==> config.mk <==
export PLATFORM = sky130hd
export DESIGN_NAME = a5_frame_sequencer
export DESIGN_NICKNAME = d
export VERILOG_FILES = /design/src/rtl/a5_pkg.sv /design/src/rtl/a5_out_reg.sv /design/src/rtl/a5_frame_sequencer.sv
export SDC_FILE = /design/constraint.sdc
export NUM_CORES = 1
export LEC_CHECK = 0
export CELL_PAD_IN_SITES_DETAIL_PLACEMENT = 0
export CELL_PAD_IN_SITES_GLOBAL_PLACEMENT = 2
export CORE_ASPECT_RATIO = 1.25
export CORE_MARGIN = 2
export CORE_UTILIZATION = 28
export CTS_BUF_LIST = sky130_fd_sc_hd__clkbuf_8
export CTS_CLUSTER_DIAMETER = 50
export DETAILED_ROUTE_END_ITERATION = 7
export GPL_TIMING_DRIVEN = 0
export PLACE_DENSITY_LB_ADDON = 0.1
export SLEW_MARGIN = 20
export SYNTH_ARGS = -nofsm -noshare
export SYNTH_HDL_FRONTEND = slang
export SYNTH_HIERARCHICAL = 1
export SYNTH_SLANG_ARGS = --single-unit
==> constraint.sdc <==
create_clock -name clk -period 5.28 [get_ports clk]
set_input_delay 0.528 -clock clk [delete_from_list [all_inputs] [get_ports clk]]
set_output_delay 0.528 -clock clk [all_outputs]
set_load 0.05 [all_outputs]
Run 1, M1 wires:
Cells faint in the background.
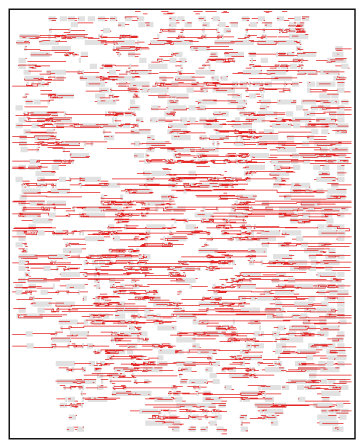
share of all routed wire: 43%
wire length on this layer: 11400 um
main direction: horizontal
final wirelength: 26.4 mm
met1 usage: 21.5%
Via Count: 6970

Run 1, metal 2:
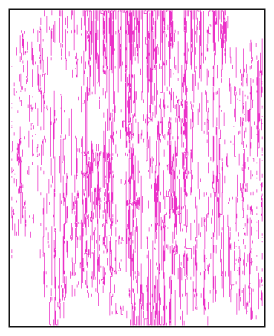
main direction: vertical
longest straight run: 70.7 um
share of all routed wire: 50%
GR Util met2: 29.5%

Run 1, met3 routing:
Cells faint in the background.
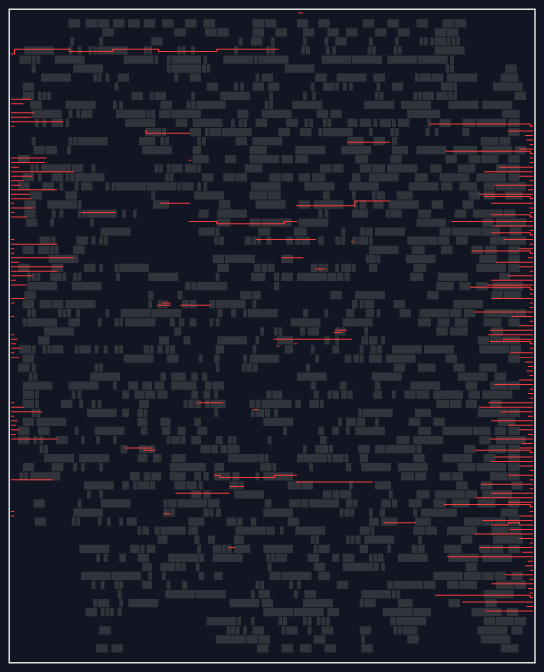
nets with wire on the layer: 177
longest straight run: 29.9 um
wire length on this layer: 1500 um
main direction: horizontal
met3 Usage GRT: 4.22%

Run 1, signal wires on met4:
Bar = 50 um. Cells faint in the background.
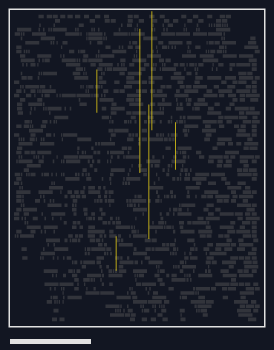
share of all routed wire: 1.2%
wire length on this layer: 322 um

==> impl_metrics.json, run 1 <==
{
  "chipArea_um2": 30800,
  "openroad.warnings": 26,
  "drc_errors": 0,
  "run_status": "finished, final reports clean",
  "rsz0062_at_grt": "no",
  "async_flop_share_pct": 100,
  "track_usage_pct": 17.2,
  "grt_pass1_wl_mm": 40.8,
  "syn_avg_cell_area_um2": 10.0,
  "cp-start-kind": "flip-flop",
  "worst_pin_slew_ps": 1030,
  "core_um2": 29100,
  "fin_crit_ps": 3020,
  "htreeDepth": 4,
  "logic_family": "simple AND/OR/NAND/NOR gates",
  "period_used_pct": 57.2,
  "edf_count": 0,
  "ys_sh_aoi_pct": 7.46,
  "cts_buffers": 17,
  "yosys.area.top_type": "dfrtp_1",
  "grt_max_degree": 81,
  "antenna_found_initial": 1,
  "antenna_left": 0,
  "synthXorXnorAreaFrac_pct": 2.02,
  "yosysWarnings": 6,
  "setup_violations": 0,
  "cp_top_family": "simple AND/OR/NAND/NOR gates",
  "clk_pin_slew_ps": 100,
  "drive_gt1_share_pct": 10.1,
  "initCoreUtil_pct": 28.3,
  "critPathArrivalTime_ps": 3350,
  "critPathMostFrequentCell": "nor4_2",
  "max-cap-violations": 0,
  "vdd_drop_max_mv": 0.185,
  "power.density_nw_per_um2": 441,
  "ctsRootBufferMaster": "clkbuf_8",
  "ctsResizeCount": 0
}
-- run 1: worst reg2reg max path: cells and delay by family (launching register included) --
family | cells | cell delay [ps]
adders and majority gates | 1 | 320
DFF | 1 | 520
and+or+nand+nor | 4 | 1760
AOI/OAI and AO/OA | 2 | 300
-- run 1: layer usage --
| layer | vias up | share of wire (%) |
|---|---|---|
| met5 | - | 0 |
| met4 | 0 | 1.2 |
| li1 | 3395 | - |
| met3 | 18 | 5.7 |
| met1 | 3347 | 43 |
| met2 | 210 | 50 |
-- run 1: placed cells by master (no fill, tap or decap), types with 5 or more instances in the layout --
cell type / instances
mux2_4: 39
clkbuf_8: 18
inv_1: 9
clkbuf_1: 25
o211ai_1: 5
buf_6: 5
nand4_1: 11
mux2_2: 16
clkdlybuf4s50_1: 285
nor2_1: 42
o31ai_1: 7
nor4_1: 8
buf_2: 8
nand3_1: 19
nor3_1: 8
a21oi_1: 10
xor2_1: 9
and3_1: 9
xnor2_1: 10
o21ai_0: 34
o22ai_1: 5
mux2i_1: 7
nand2_1: 283
dfrtp_1: 181
-- run 1: per-stage QoR --
stage	setup TNS [ps]	power (W)	worst slack, ps	std cells
final	0	0.00531	2260	1537
after global routing	0	0.00560	1890	1537
after CTS	0	0.00541	2240	1536
after detailed placement	0	0.00439	1740	1504
after global placement	-126520	0.00437	-1030	1502
after floorplan	0	0.00347	1420	821
-- run 1: kinds of logic after synthesis --
group / Yosys count
AND/OR/NAND/NOR: 407
flip-flops: 181
AND-OR/OR-AND: 93
multiplexers: 63
buffers and inverters: 54
XOR/XNOR: 19
adder cells (fa/ha/maj): 4
-- run 1: where the power goes --
group / leakage (nW) / total [W] / switching, W / internal [W]
Combinational: 2.87 / 0.00237 / 0.00150 / 0.000866
Sequential: 2.31 / 0.00197 / 0.000258 / 0.00171
Clock: 0.201 / 0.000978 / 0.000541 / 0.000437
-- run 1: area by class of cell --
class / count / area, um2
fillers: 2946 / 17000
clock buffers: 18 / 248
clock inverters: 14 / 150
well taps: 396 / 495
repair buffers: 287 / 2900
inverters: 10 / 47.5
plain buffers: 44 / 224
diodes: 1 / 2.50
multi-input cells: 586 / 3450
flip-flops and latches: 181 / 4530
-- run 1: cells in the mapped netlist, types with 8 or more instances --
library cell and instances:
clkbuf_1 25, nand3_1 19, xnor2_1 10, buf_2 8, dfrtp_1 181, nand2_1 283
o21ai_0 34, nor4_1 8, a21oi_1 10, mux2_4 39, inv_1 10, nor3_1 8
nand4_1 11, nor2_1 42, xor2_1 9, mux2_2 16, and3_1 9
==> run 2, diff against run 1 <==
Clock period 5.28 ns to 3.1 ns, I/O delays scaled along.
Run 2, signal wires on met4:
Bar = 50 um. Cells faint in the background.
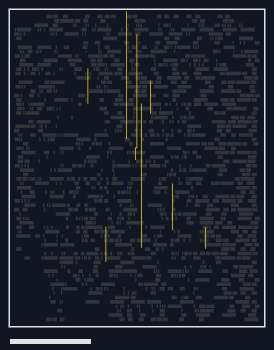
nets with wire on the layer: 5
share of all routed wire: 1.3%
wire length on this layer: 352 um
longest straight run: 89.1 um
main direction: vertical
Via Count: 6969
final wirelength: 26.4 mm

Run 2, met3 routing:
Cells faint in the background.
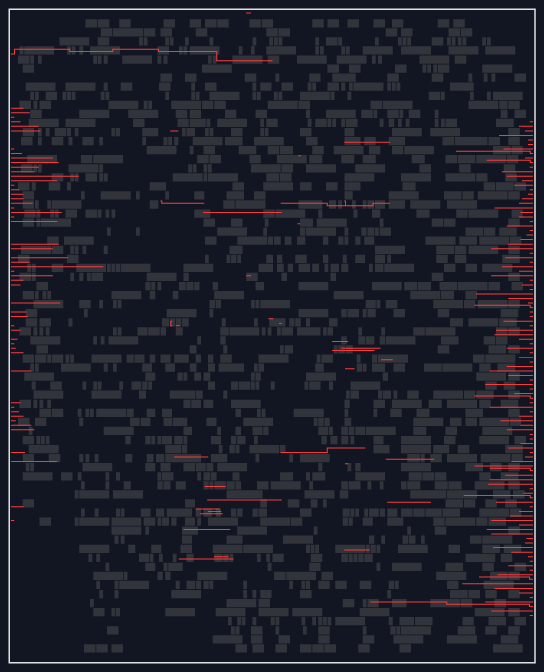
nets with wire on the layer: 181
main direction: horizontal
longest straight run: 27.4 um
met3 Usage GRT: 4.04%

==> run 2 against run 1 <==
Die area unchanged. Clock-buffer cell count fell by 1. Clock power grew 79%. Critical path depth stayed put. Combinational power is about 70% higher. Sequential power up about 70%.
==> impl_metrics.json, run 2 <==
{
  "run_status": "finished, final reports clean",
  "die_w_um": 157,
  "ios": 286,
  "grt_max_degree": 43,
  "yosysWarnings": 6,
  "drt-initial-drc-count": 270,
  "clk_pin_slew_ps": 100,
  "synthXorXnorAreaFrac_pct": 2.02,
  "muxShareOfSynthArea_pct": 10.3,
  "synth_top_area_share_pct": 55.0,
  "drt-wirelength-per-cell_um": 17.1,
  "power.density_nw_per_um2": 754,
  "cts_hold_buf": 0,
  "fin_nets": 1274,
  "topCellsByArea": "dfrtp_1, nand2_1, mux2_4",
  "die_h_um": 196,
  "top_cell": "nand2_1",
  "avgViaCountPerCell": 4.52,
  "cts_setup_buffers": 0,
  "hpwlAfterDp_mm": 19.6,
  "n_fill_cell": 2970,
  "power_leakage_nw": 5.42,
  "fp_nets": 965,
  "antenna_left": 0,
  "yosysUniqueCellTypes": 61,
  "ys_sh_aoi_pct": 7.46,
  "placed_area_um2": 11700,
  "rsz0062_at_grt": "no",
  "grt_pass1_vias": 6936,
  "vdd_drop_max_mv": 0.262,
  "critPathKind": "flip-flop to flip-flop",
  "required_ps": 3440,
  "ys.flops": 181,
  "initCoreUtil_pct": 28.3,
  "cp-start-kind": "flip-flop",
  "logic_family": "simple AND/OR/NAND/NOR gates",
  "period_used_pct": 92.8,
  "slew-limit-headroom_pct": 30.8,
  "yosysSeqAreaShare_pct": 55.0,
  "core_um2": 29100,
  "track_usage_pct": 17.1,
  "cts_tree": "built",
  "htreeDepth": 4,
  "cp_max_fo": 9,
  "setup_violations": 0,
  "reg2reg_slack_ps": 220,
  "async_flop_share_pct": 100,
  "grt_overflow_total": 0,
  "cp-end-kind": "flip-flop",
  "min_path_type": "input port to async pin",
  "synth-main-ff-cell": "dfrtp_1",
  "row_count": 70,
  "numPortBuffers": 285,
  "fin_crit_ps": 2880,
  "timing.hold.ws_ps": 188,
  "numClockSinks": 181,
  "yosys.area.top_type": "dfrtp_1",
  "routabilityCongestion": 0.796,
  "firstDrtPassIters": 4,
  "grt_pass1_wl_mm": 40.7,
  "layout_top_cell": "clkdlybuf4s50_1",
  "edf_count": 0,
  "synth_chip_area_um2": 8240,
  "worstSkewPairLatency_ps": 480,
  "cts_buffers": 17,
  "worst_pin_slew_ps": 1030,
  "chipArea_um2": 30800,
  "synthToLayoutAreaGrowth_pct": 47.3,
  "ctsRootBufferMaster": "clkbuf_8",
  "finClkSkew_ps": 14.7,
  "max-cap-violations": 0,
  "synthTopCellsByCount": "nand2_1, dfrtp_1, nor2_1",
  "drc_errors": 0,
  "syn_avg_cell_area_um2": 10.0,
  "critPathArrivalTime_ps": 3220,
  "drive_gt1_share_pct": 10.3,
  "ys_cells": 821,
  "lay_top_cells": "clkdlybuf4s50_1, nand2_1, dfrtp_1, nor2_1, mux2_4",
  "finalInstanceArea_um2": 12100,
  "netlist_instances": 821,
  "antenna_found_initial": 2,
  "openroad.warnings": 26
}
[run 2: cells by family after synthesis]
group	after synthesis
and+or+nand+nor	407
DFF	181
AOI/OAI and AO/OA	93
muxes	63
buffers and inverters	54
xor gates and xnor gates	19
adders and majority gates	4
[run 2: per-layer routing]
metal	part of all wire, %	track usage [%]	wire, um	vias up
li1	-	-	-	3408
met1	44	22.0	11700	3325
met5	0	0	0	-
met3	5.4	4.04	1430	20
met2	49	28.9	12900	216
met4	1.3	4.51	351	0
[run 2: layout make-up]
cell class              instances  area (um2)  area share [%]
flip-flops and latches        181        4530            37.3
multi-input cells             586        3460            28.5
repair buffers                290        2960            24.4
well taps                     396         495            4.09
clock buffers                  17         234            1.93
plain buffers                  44         224            1.85
clock inverters                15         178            1.46
inverters                      10        43.8           0.361
diodes                          2        5.00          0.0413
[run 2: where the power goes]
group          switching (W)  internal [W]  leakage, nW  total, W
Combinational        0.00256       0.00148         2.91   0.00404
Clock               0.000950      0.000804        0.206   0.00175
Sequential          0.000432       0.00291         2.31   0.00334
Total                0.00394       0.00520         5.42   0.00914
[run 2: worst max-delay path, cell delays in order, from the launching register on]
cell and delay, ps:
dfrtp_1 540, ha_1 320, nand3_2 260, nor3_2 380, mux2i_1 140, or4_1 540
nor4_2 440, o22ai_1 130
[run 2: metrics by stage]
step	TNS (ps)	utilization, %	total power, W	instances	setup WS [ps]
2_1_floorplan	0	-	0.00590	821	473
3_3_place_gp	-37710	39.9	0.00744	1502	-272
3_5_place_dp	-5300	40.2	0.00747	1507	-195
4_1_cts	0	41.7	0.00928	1539	2.17
5_1_grt	0	41.7	0.00961	1541	17.0
6_report	0	41.7	0.00914	1541	223
[run 2: timing repair]
action | 4_1_cts | 5_1_grt
setup endpoints to repair | 2 | 2
resized | 1 | 1
pin swaps | 0 | 0
cloned | 0 | 0
No activity file was given, so power comes from the tool's default toggle rates.
